--- src/rtl/bpred_table_arbiter.sv ---
// -----------------------------------------------------------------------------
// bpred_table_arbiter
//
// Port scheduler for the single-ported TAGE/bimodal table RAMs. Each cycle it
// chooses between a fetch-side lookup (read) and an execute-side update
// (write). Updates are buffered in a small FIFO so fetch is never stalled
// outright. A starvation counter forces a queued update through after
// STARVE_MAX consecutive fetch wins. After reset the block sweeps every table
// index with a zero write before it grants any lookup.
//
// Optional feature macro: BPRED_ARB_BYPASS_EN
//   When defined, an update that arrives while the queue is empty and fetch is
//   idle skips the queue and is written in the same decision cycle.
//
// Ports:
//   clk                        clock
//   reset                      asynchronous active-low reset
//   fetch_req / fetch_PC       lookup request and PC
//   fetch_grant                lookup granted this cycle (combinational)
//   execute_bpredictor_*       update valid, PC+4, direction, miss, metadata
//   upd_ready                  queue can accept an update this cycle
//   tbl_en / tbl_we / tbl_idx  registered table command
//   tbl_wdir/tbl_wmiss/tbl_wdata registered write fields
//   init_busy                  init sweep in progress
//   q_count                    current queue occupancy
// -----------------------------------------------------------------------------
module bpred_table_arbiter #(
    parameter int IDX_W      = 10,
    parameter int Q_DEPTH    = 4,   // power of two, >= 2
    parameter int DATA_W     = 96,
    parameter int STARVE_MAX = 8
) (
    input  logic                     clk,
    input  logic                     reset,
    input  logic                     fetch_req,
    input  logic [31:0]              fetch_PC,
    output logic                     fetch_grant,
    input  logic                     execute_bpredictor_update,
    input  logic [31:0]              execute_bpredictor_PC4,
    input  logic                     execute_bpredictor_dir,
    input  logic                     execute_bpredictor_miss,
    input  logic [DATA_W-1:0]        execute_bpredictor_data,
    output logic                     upd_ready,
    output logic                     tbl_en,
    output logic                     tbl_we,
    output logic [IDX_W-1:0]         tbl_idx,
    output logic                     tbl_wdir,
    output logic                     tbl_wmiss,
    output logic [DATA_W-1:0]        tbl_wdata,
    output logic                     init_busy,
    output logic [$clog2(Q_DEPTH):0] q_count
);

    localparam int PTR_W = $clog2(Q_DEPTH);
    localparam int CNT_W = PTR_W + 1;
    localparam int SC_W  = $clog2(STARVE_MAX + 1);

    localparam logic [IDX_W-1:0] IDX_LAST = '1;
    localparam logic [CNT_W-1:0] Q_FULL   = CNT_W'(Q_DEPTH);
    localparam logic [SC_W-1:0]  SC_MAX   = SC_W'(STARVE_MAX);

    typedef enum logic {
        ST_INIT,
        ST_RUN
    } state_t;

    typedef struct packed {
        logic [IDX_W-1:0]  idx;
        logic              dir;
        logic              miss;
        logic [DATA_W-1:0] data;
    } entry_t;

    // ------------------------------------------------------------------
    // State
    // ------------------------------------------------------------------
    state_t             state_reg,  state_next;
    logic [IDX_W-1:0]   sweep_reg,  sweep_next;
    logic [PTR_W-1:0]   wr_ptr_reg, wr_ptr_next;
    logic [PTR_W-1:0]   rd_ptr_reg, rd_ptr_next;
    logic [CNT_W-1:0]   count_reg,  count_next;
    logic [SC_W-1:0]    starve_reg, starve_next;

    entry_t             q_mem [Q_DEPTH];

    logic               tbl_en_reg,   tbl_en_next;
    logic               tbl_we_reg,   tbl_we_next;
    logic [IDX_W-1:0]   tbl_idx_reg,  tbl_idx_next;
    logic               tbl_wdir_reg, tbl_wdir_next;
    logic               tbl_wmiss_reg, tbl_wmiss_next;
    logic [DATA_W-1:0]  tbl_wdata_reg, tbl_wdata_next;

    // ------------------------------------------------------------------
    // Index arithmetic
    // ------------------------------------------------------------------
    logic [31:0]        upd_pc_m4;
    logic [IDX_W-1:0]   fetch_idx;
    entry_t             upd_entry;
    entry_t             head_entry;

    // PC4 - 4 wraps modulo 2^32, so PC4 = 0 maps to the index of 0xFFFFFFFC.
    assign upd_pc_m4 = execute_bpredictor_PC4 - 32'd4;
    assign fetch_idx = fetch_PC[IDX_W+1:2];

    assign upd_entry.idx  = upd_pc_m4[IDX_W+1:2];
    assign upd_entry.dir  = execute_bpredictor_dir;
    assign upd_entry.miss = execute_bpredictor_miss;
    assign upd_entry.data = execute_bpredictor_data;

    assign head_entry = q_mem[rd_ptr_reg];

    // Address bits outside the table index are intentionally ignored.
    logic unused_bits;
    assign unused_bits = ^{fetch_PC[31:IDX_W+2], fetch_PC[1:0],
                           upd_pc_m4[31:IDX_W+2], upd_pc_m4[1:0]};

    // ------------------------------------------------------------------
    // Next-state / arbitration
    // ------------------------------------------------------------------
    logic push_any;   // update accepted this cycle
    logic push_q;     // accepted update goes into the queue
    logic pop;        // queue head is written this cycle
    logic bypass;     // accepted update written directly

    always_comb begin
        state_next     = state_reg;
        sweep_next     = sweep_reg;
        wr_ptr_next    = wr_ptr_reg;
        rd_ptr_next    = rd_ptr_reg;
        count_next     = count_reg;
        starve_next    = starve_reg;

        fetch_grant    = 1'b0;
        upd_ready      = 1'b0;
        push_any       = 1'b0;
        push_q         = 1'b0;
        pop            = 1'b0;
        bypass         = 1'b0;

        tbl_en_next    = 1'b0;
        tbl_we_next    = 1'b0;
        tbl_idx_next   = '0;
        tbl_wdir_next  = 1'b0;
        tbl_wmiss_next = 1'b0;
        tbl_wdata_next = '0;

        case (state_reg)
            ST_INIT: begin
                tbl_en_next = 1'b1;
                tbl_we_next = 1'b1;
                tbl_idx_next = sweep_reg;
                sweep_next  = sweep_reg + IDX_W'(1);
                if (sweep_reg == IDX_LAST) begin
                    state_next = ST_RUN;
                end
            end

            ST_RUN: begin
                // Readiness looks at the current count only: a full queue
                // rejects a push even in a cycle where it also pops.
                upd_ready   = (count_reg < Q_FULL);
                push_any    = execute_bpredictor_update && upd_ready;
                pop         = (count_reg != '0) &&
                              (!fetch_req || (starve_reg == SC_MAX));
                fetch_grant = fetch_req && !pop;
`ifdef BPRED_ARB_BYPASS_EN
                bypass      = push_any && (count_reg == '0) && !fetch_req;
`else
                bypass      = 1'b0;
`endif
                push_q      = push_any && !bypass;

                if (pop) begin
                    tbl_en_next    = 1'b1;
                    tbl_we_next    = 1'b1;
                    tbl_idx_next   = head_entry.idx;
                    tbl_wdir_next  = head_entry.dir;
                    tbl_wmiss_next = head_entry.miss;
                    tbl_wdata_next = head_entry.data;
                end else if (bypass) begin
                    tbl_en_next    = 1'b1;
                    tbl_we_next    = 1'b1;
                    tbl_idx_next   = upd_entry.idx;
                    tbl_wdir_next  = upd_entry.dir;
                    tbl_wmiss_next = upd_entry.miss;
                    tbl_wdata_next = upd_entry.data;
                end else if (fetch_grant) begin
                    tbl_en_next    = 1'b1;
                    tbl_idx_next   = fetch_idx;
                end

                if (push_q) begin
                    wr_ptr_next = wr_ptr_reg + PTR_W'(1);
                end
                if (pop) begin
                    rd_ptr_next = rd_ptr_reg + PTR_W'(1);
                end
                case ({push_q, pop})
                    2'b10:   count_next = count_reg + CNT_W'(1);
                    2'b01:   count_next = count_reg - CNT_W'(1);
                    default: count_next = count_reg;
                endcase

                // Counts fetch wins only while something is waiting.
                if (pop || (count_reg == '0)) begin
                    starve_next = '0;
                end else if (fetch_grant && (starve_reg != SC_MAX)) begin
                    starve_next = starve_reg + SC_W'(1);
                end
            end

            default: begin
                state_next = ST_INIT;
            end
        endcase
    end

    // ------------------------------------------------------------------
    // Registers
    // ------------------------------------------------------------------
    always_ff @(posedge clk or negedge reset) begin
        if (!reset) begin
            state_reg     <= ST_INIT;
            sweep_reg     <= '0;
            wr_ptr_reg    <= '0;
            rd_ptr_reg    <= '0;
            count_reg     <= '0;
            starve_reg    <= '0;
            tbl_en_reg    <= 1'b0;
            tbl_we_reg    <= 1'b0;
            tbl_idx_reg   <= '0;
            tbl_wdir_reg  <= 1'b0;
            tbl_wmiss_reg <= 1'b0;
            tbl_wdata_reg <= '0;
        end else begin
            state_reg     <= state_next;
            sweep_reg     <= sweep_next;
            wr_ptr_reg    <= wr_ptr_next;
            rd_ptr_reg    <= rd_ptr_next;
            count_reg     <= count_next;
            starve_reg    <= starve_next;
            tbl_en_reg    <= tbl_en_next;
            tbl_we_reg    <= tbl_we_next;
            tbl_idx_reg   <= tbl_idx_next;
            tbl_wdir_reg  <= tbl_wdir_next;
            tbl_wmiss_reg <= tbl_wmiss_next;
            tbl_wdata_reg <= tbl_wdata_next;
        end
    end

    // Queue storage carries no reset: entries are only ever read below the
    // occupancy count, so stale contents are never observed.
    always_ff @(posedge clk) begin
        if (push_q) begin
            q_mem[wr_ptr_reg] <= upd_entry;
        end
    end

    // ------------------------------------------------------------------
    // Outputs
    // ------------------------------------------------------------------
    assign tbl_en    = tbl_en_reg;
    assign tbl_we    = tbl_we_reg;
    assign tbl_idx   = tbl_idx_reg;
    assign tbl_wdir  = tbl_wdir_reg;
    assign tbl_wmiss = tbl_wmiss_reg;
    assign tbl_wdata = tbl_wdata_reg;
    assign init_busy = (state_reg == ST_INIT);
    assign q_count   = count_reg;

endmodule

--- config.mk ---
export PLATFORM = sky130hd
export DESIGN_NAME = bpred_table_arbiter
export DESIGN_NICKNAME = d
export VERILOG_FILES = /design/src/rtl/bpred_table_arbiter.sv
export SDC_FILE = /design/constraint.sdc
export NUM_CORES = 1
export LEC_CHECK = 0
export CAP_MARGIN = 10
export CORE_MARGIN = 2
export CORE_UTILIZATION = 52
export CTS_CLUSTER_DIAMETER = 30
export DETAILED_ROUTE_END_ITERATION = 10
export PLACE_DENSITY = 0.78
export SYNTH_ARGS = -nofsm -noshare
export SYNTH_HDL_FRONTEND = slang
export SYNTH_SLANG_ARGS = --single-unit
--- constraint.sdc ---
create_clock -name clk -period 5.45 [get_ports clk]
set_clock_uncertainty 0.15 [all_clocks]
set_input_delay 0.8175 -clock clk [delete_from_list [all_inputs] [get_ports clk]]
set_output_delay 0.8175 -clock clk [all_outputs]
set_load 0.05 [all_outputs]
Run 1, supply network:
(2 px per um) Pins as bars on the die edge.
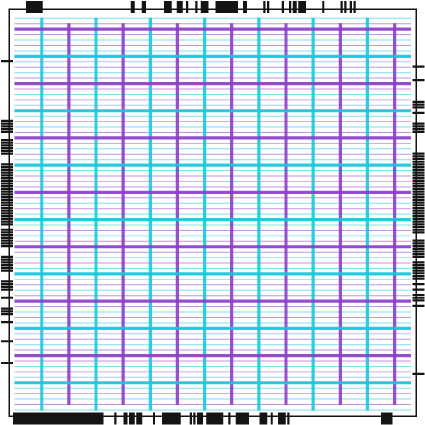
- cyan: VSS
- purple: VDD
- met1 rails: 73
- met5 straps: 14
- met4 straps: 14
- signal pins: 282
height of the chip: 203 um
Die X: 203 um
area of the core: 38800 um^2
IR drop worst, VDD: 419 uV

Run 1, sequential cells grouped by signal name:
(2 px per um) Other sequential cells in the stronger grey, the rest of the logic in the fainter grey.
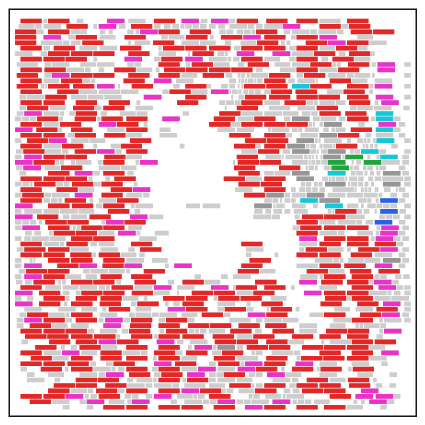
- red: q_mem (flops 432; where spread over the die)
- magenta: tbl_wdata (flops 96; where spread over the die)
- blue: q_count (flops 3)
- cyan: tbl_idx (flops 10)
- green: starve_reg (flops 4)
- not coloured: 19
register area: 16300 um^2
Core Util, Final: 0.702
seq pwr: 4.65 mW
Seq area share: 0.597

Run 1, clock wires, drivers and flops:
(3 px per um)
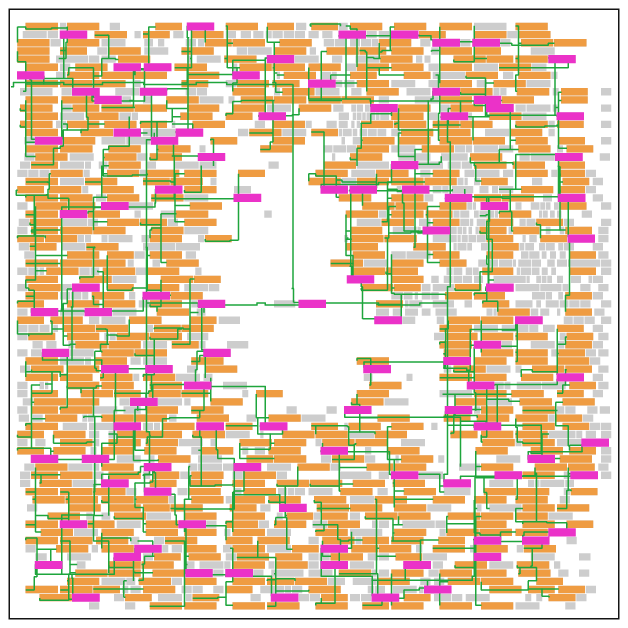
- orange: flip-flops (count 564)
- magenta: clock drivers (count 101)
- green: clock wires (length 7000 um)
- flops lie: spread over the die
- routed clock nets: 102
P_clk: 6.60 mW
clk_lat worst skew: 0.62 ns
Clk pwr share: 0.579

-- run 1: metrics by stage --
stage                     utilization  std cells  area [um^2]  hold slack, ns
after floorplan                     -        953        20500           0.306
after CTS                       0.702       1873        27300          0.0410
final                           0.702       1874        27300          0.0502
after global placement          0.607       1682        23600           0.333
after global routing            0.702       1873        27300          0.0764
after detailed placement        0.607       1682        23600           0.328
-- run 1: cells in the mapped netlist (7+ instances only) --
cell type  number
edfxtp_1      432
ha_1            9
and2_1        102
xor2_1          9
nand2_1         9
mux4_2        108
a211o_1         7
dfrtp_1       132
a21oi_1         8
clkbuf_1       18
nor2b_1         9
nor2_1          8
nand3_1        13
inv_1          11
buf_2          14
xnor2_1        14
==> results_slide.txt, run 1 <==
Synthesis and Place & Route Summary

Layout
  – Non-clock inverters: 12
  – P&R area growth vs syn: 32.8%
  – Max reg flops: 432
  – Top Layout Cells: edfxtp_1 (432), clkdlybuf4s50_1 (236), dfrtp_1 (130)
  – Logic Gate Count: 336

Clock tree
  – CTS Sinks: 564
  – Post-cts resize count: 0
  – Post-CTS Setup Inserts: 0
  – CTS HTree Levels: 3
  – Root Driver: clkbuf_16
  – Cts hold-fix bufs: 0

GRT
  – Routing usage on met3: 0.0618
  – GRT overflow: 0
  – Met2 GRT Util: 0.348
  – First-pass GRT wire length: 65.5 mm

STA
  – Worst slew margin: 0.270
  – Max-slew violations: 0
  – Fin crit period: 4.07 ns
  – Worst-Margin Slew: 1.10 ns
  – Setup Viol. Count Final: 0
  – TNS Setup: 0 ns
  – RSZ-0062 raised after global routing: false

Synthesis
  – Post-synth top flop: edfxtp_1
  – Cell Type Count: roughly 44
  – YS chip area: 20500 um^2
  – Simple Share, Synth: 0.0471
  – Async SR Flop Fraction: 0.234
  – Adder share: 0.00646

Setup path
  – Reg2Reg Launch Point: state_reg
  – Worst r2r dst: q_mem[3][39]
  – Crit path max fanout: 29
  – Cell-by-cell trace of the critical path: clkinv_1 -> nor2_1 -> clkdlybuf4s50_1
  – CP startpoint: state_reg
  – Crit-path leading delay family: buffers and inverters
  – Reg2reg path depth: 4

Pwr
  – Cell-internal power: 9.12 mW
  – Pwr Total: 11.4 mW
  – Power share of the combinational group: 0.014

Routing
  – Drt initial violations: 642
  – Routed met2 length: between 20 and 25 mm
  – Uppermost layer routed: met4
  – DR WL met3: 3.06 mm

Outcome
  – Run status: completed

Place
  – IO buf count: between 200 and 250
  – DP Worst Slack: 1.51 ns
Run 1, routing congestion:
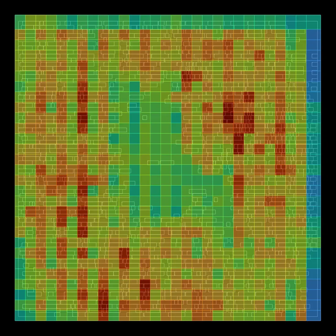

==> run 2: changes to the inputs <==
clock period = 4.12 ns   (was 5.45 ns; I/O delays follow)
Run 2, routing congestion:
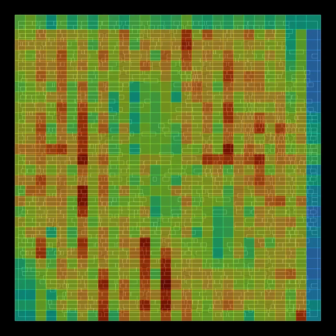
met2 GRT Util: 0.353
routing usage on met3: 0.0645
GRT Total Usage: 0.212
met1 Track Usage GR: 0.267
routed length per instance: 22.3 um

Run 2, sequential cells grouped by signal name:
(2 px per um) Other sequential cells in the stronger grey, the rest of the logic in the fainter grey.
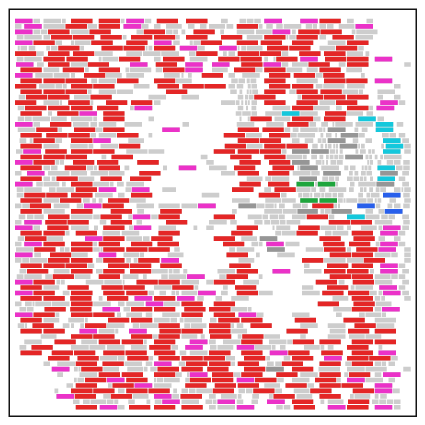
- magenta: tbl_wdata (flops 96; where spread over the die)
- cyan: tbl_idx (flops 10)
- blue: q_count (flops 3)
- red: q_mem (flops 432; where spread over the die)
- green: starve_reg (flops 4; where right middle)
- not coloured: 19
seq pwr: 6.15 mW
Seq area share: 0.596
Core Util, Final: 0.704

==> run 2 against run 1 <==
The run now ends with negative hold slack left. Hold slack worse by 0.060 ns. Combinational power up 32%. Final area is 0.21% higher. Clock-buffer cell count shrank 4. Register-to-register slack got worse by 0.54 ns.
==> results_slide.txt, run 2 <==
Synthesis and Place & Route Summary

Synthesis
  – Avg Cell Area, Syn: between 20 and 25 um^2
  – Yosys top cell area share: 0.632
  – Top cells by area, synth: edfxtp_1 (63%), dfrtp_1 (16%), mux4_2 (12%)
  – Synth top cell by count: edfxtp_1
  – Post-synth top flop: edfxtp_1
  – Seq/Total Area, Yosys: 0.793
  – Mapped Nets: 1129
  – Async SR Flop Fraction: 0.234 (unchanged)
  – Commonest cells in the netlist: edfxtp_1 (432), dfrtp_1 (132), mux4_2 (108)
  – Cell Type Count: 44 (unchanged)
  – YS chip area: 20500 um^2 (unchanged)
  – Synthesized instance count: between 900 and 1000

Routing
  – Final ANT Viol Nets: 0
  – Uppermost layer routed: met5
  – Drt initial violations: 557 (-13%)
  – Metal-1 WL: 16.8 mm
  – Detailed Route WL: 42.0 mm
  – Routed met2 length: 21.4 mm (+1.7%)
  – DR WL met3: 2.91 mm (-5.1%)
  – Vias: approximately 10000
  – DRT Pass-1 Iters: 5

Floorplan
  – Height of the chip: 203 um (unchanged)
  – I/O Pins: approximately 280
  – Die X: 203 um (unchanged)
  – Area of the core: 38800 um^2 (unchanged)

Setup path
  – Worst r2r dst: q_mem[2][37]
  – Cell-by-cell trace of the critical path: or3_1 -> a21oi_1 -> clkdlybuf4s50_1
  – Reg2Reg Launch Point: state_reg
  – CP startpoint: q_count[1]
  – Critical Path RT: between 3 and 4 ns
  – Critical-path top delay cell: clkdlybuf4s50_1
  – Reg2reg path depth: 4 (unchanged)
  – Crit path max fanout: 11 (-62%)
  – CP arrival: about 3 ns
  – CP Class: flop to output pin

Clock tree
  – CTS HTree Levels: 3 (unchanged)
  – Max Buffers Root-to-Sink: 3
  – Clock input transition at the sequential cells of the worst setup and hold paths: 0.05 ns
  – Cts hold-fix bufs: 0 (unchanged)
  – CTS Sinks: 564 (unchanged)
  – Clk_lat worst skew: 0.61 ns (about the same)
  – Post-CTS Setup Inserts: 0 (unchanged)
  – Root Driver: clkbuf_16
  – Post-cts resize count: 0 (unchanged)

Layout
  – Max reg flops: 432 (unchanged)
  – Non-clock inverters: 12 (unchanged)
  – Dominant logic cell type in the layout: edfxtp_1
  – Share of layout cells above drive strength 1: 0.236
  – Final-stage net count: 1449
  – Fin area: 27300 um^2 (+0.21%)
  – FILL cells: between 2000 and 2500
  – CLK BUF: ~120
  – Antenna fix cells: 3
  – Largest class: registers
  – P&R area growth vs syn: 33.1%
  – Register area: 16300 um^2 (unchanged)
  – Flop count: 564
  – Finished Layout Cells: 1886 (+0.64%)
  – Logic Gate Count: 336 (unchanged)
  – Top Layout Cells: edfxtp_1 (432), clkdlybuf4s50_1 (236), dfrtp_1 (130)

GRT
  – First-pass GRT wire length: 65.1 mm (-0.68%)
  – GRT overflow: 0 (unchanged)

STA
  – Endpoints failing hold: 19
  – RSZ-0062 raised after global routing: false
  – Worst-Margin Slew: 0.946 ns (-0.149 ns)
  – TNS Setup: 0 ns (unchanged)
  – Fin crit period: 3.75 ns
  – Period utilization: 0.911
  – Max-slew violations: 0 (unchanged)
  – Setup Viol. Count Final: 0 (unchanged)
  – Worst slew margin: 0.369 (+0.0996)
  – Max Clk Rate: 0.266 GHz
  – Hold WS: -0.00966 ns (-0.0599 ns)

Pwr
  – Pwr Total: 15.0 mW (+32%)
  – Power Density: 549 nW/um^2
  – IR drop worst, VDD: 404 uV (-3.6%)

Job
  – Max cap viols: 0

Place
  – IO buf count: 237 (unchanged)
  – DP Worst Slack: 0.757 ns (-0.753 ns)
  – Placed insts: 1685 (+0.18%)
  – Dpl cell area: 23600 um^2 (+0.36%)

Outcome
  – Failing checks: negative hold slack
  – Run status: finished, violations left
-- run 2: cells by family (layout without fill, tap and decap cells) --
family,after synthesis,in the layout,share of synthesized area
AND-OR/OR-AND,29,29,0.0110
XOR/XNOR,23,23,0.00981
adder cells (fa/ha/maj),10,10,0.00646
buffers and inverters,53,465,0.0122
flip-flops,564,564,0.793
multiplexers,112,112,0.121
other,0,3,0
AND/OR/NAND/NOR,162,162,0.0471
-- run 2: report_power, final --
part           internal [mW]  switching [mW]  total (mW)
clock network           5.73            2.92        8.65
registers               6.14        0.000408        6.15
logic                  0.111           0.101       0.211
total                   12.0            3.02        15.0
-- run 2: worst max-delay path: cells and delay by family, from the launching register on --
kind / cells / cell delay, ns
buf+inv: 1 / 0.91
simple gates: 1 / 0.55
compound gates: 1 / 0.46
flops: 1 / 0.45
Run 2, supply network:
(2 px per um) Pins as bars on the die edge.
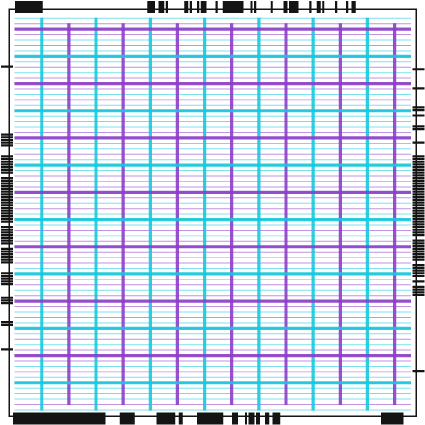

==> run 3: changes to the inputs <==
CORE_MARGIN = default   (was 2)
CTS_CLUSTER_DIAMETER = default   (was 30)
Run 3, supply network:
(2 px per um) Pins as bars on the die edge.
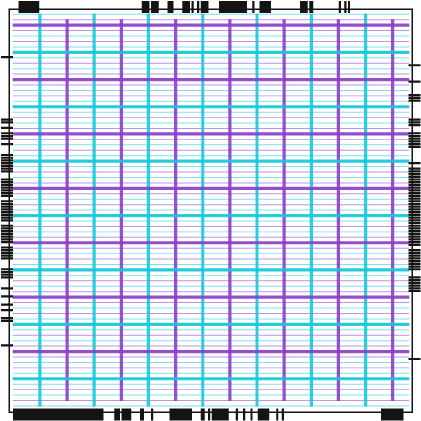
- cyan: VSS
- purple: VDD
- met1 rails: 73
- signal pins: 282
- met4 straps: 14
- met5 straps: 14
- rows: 72
IR drop worst, VDD: 526 uV
height of the chip: 201 um
Die X: 201 um

Run 3, routing congestion:
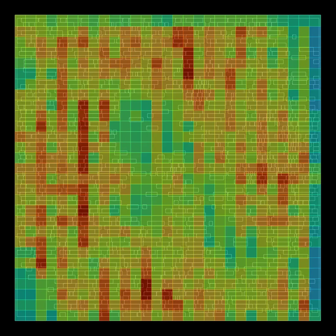
met2 GRT Util: 0.321
busiest grt layer: met2
Core Util, Final: 0.660
routing usage on met3: 0.0430

==> run 3 against run 2 <==
The flow now finishes without violations. Setup slack improved by 0.13 ns. Cell count decreased by 4.8%. Critical path depth unchanged. Flip-flop count unchanged. Clock power decreased by 38%. Power decreased by 22%. Hold slack improved by 0.010 ns. Combinational power about the same. Sequential power about the same. Wire length decreased by 6.6%. Largest power group is now sequential cells.
==> results_slide.txt, run 3 <==
Synthesis and Place & Route Summary

Outcome
  – Run status: completed

Clock tree
  – Root Driver: clkbuf_16
  – Max Buffers Root-to-Sink: 3 (unchanged)
  – CTS Sinks: 564 (unchanged)
  – Post-cts resize count: 0 (unchanged)
  – Clock input transition at the sequential cells of the worst setup and hold paths: 0.06 ns (about the same)

Synthesis
  – Mapped Nets: 1129 (unchanged)
  – Cell Type Count: 44 (unchanged)
  – YS chip area: 20500 um^2 (unchanged)
  – Avg Cell Area, Syn: 21.5 um^2 (unchanged)
  – Synth top cell by count: edfxtp_1
  – Yosys top cell area share: 0.632 (unchanged)
  – Post-synth top flop: edfxtp_1

STA
  – RSZ-0062 raised after global routing: false
  – Fin crit period: 3.63 ns (-0.126 ns)
  – Worst slew margin: 0.372 (+0.00297)
  – TNS Setup: 0 ns (unchanged)
  – Setup Viol. Count Final: 0 (unchanged)

Layout
  – Dominant logic cell type in the layout: edfxtp_1
  – Register area: 16300 um^2 (unchanged)
  – Share of layout cells above drive strength 1: 0.184 (-0.0517)

Setup path
  – Reg2Reg Launch Point: state_reg
  – Worst path depth: 3 (unchanged)
  – CP arrival: 2.86 ns (-0.13 ns)
  – Cell-by-cell trace of the critical path: or3_1 -> a21oi_1 -> clkdlybuf4s50_1
  – CP Class: flop to output pin
  – WP buf/inv: 1 (unchanged)

Routing
  – Drt initial violations: 519 (-6.8%)
  – Detailed Route WL: 39.3 mm (-6.6%)
  – Routed length per instance: 21.9 um (-1.8%)

GRT
  – GRT Total Usage: 0.200 (-0.0121)

Pwr
  – Cell-internal power: 9.53 mW (-20%)
  – Switching Fraction: 0.183 (-0.0181)
  – Biggest consumer: sequential cells

Floorplan
  – Area of the core: 38800 um^2 (unchanged)
  – I/O Pins: 282 (unchanged)
[run 3: cell counts after synthesis]
Identical to the previous run, type by type.
[run 3: cell families after synthesis]
group           count (synthesis)  share of synthesized area
flops                         564                      0.793
compound gates                 29                     0.0110
simple gates                  162                     0.0471
xor+xnor                       23                    0.00981
mux                           112                      0.121
fa+ha+maj                      10                    0.00646
buf+inv                        53                     0.0122
[run 3: layout make-up]
cell class	count	share of cell area
multi-input cells	336	0.157
clock inverters	28	0.0156
clock buffers	74	0.0613
repair buffers	262	0.104
inverters	12	0.00176
well taps	518	0.0253
diodes	1	0.0000976
flip-flops and latches	564	0.635
[run 3: worst register-to-register path: stages, from the launching register on]
cell and delay (ns):
dfrtp_1 0.35, clkinv_1 0.24, nor2_1 0.60, and2_4 0.59, buf_4 0.35
No activity file was given, so power comes from the tool's default toggle rates.
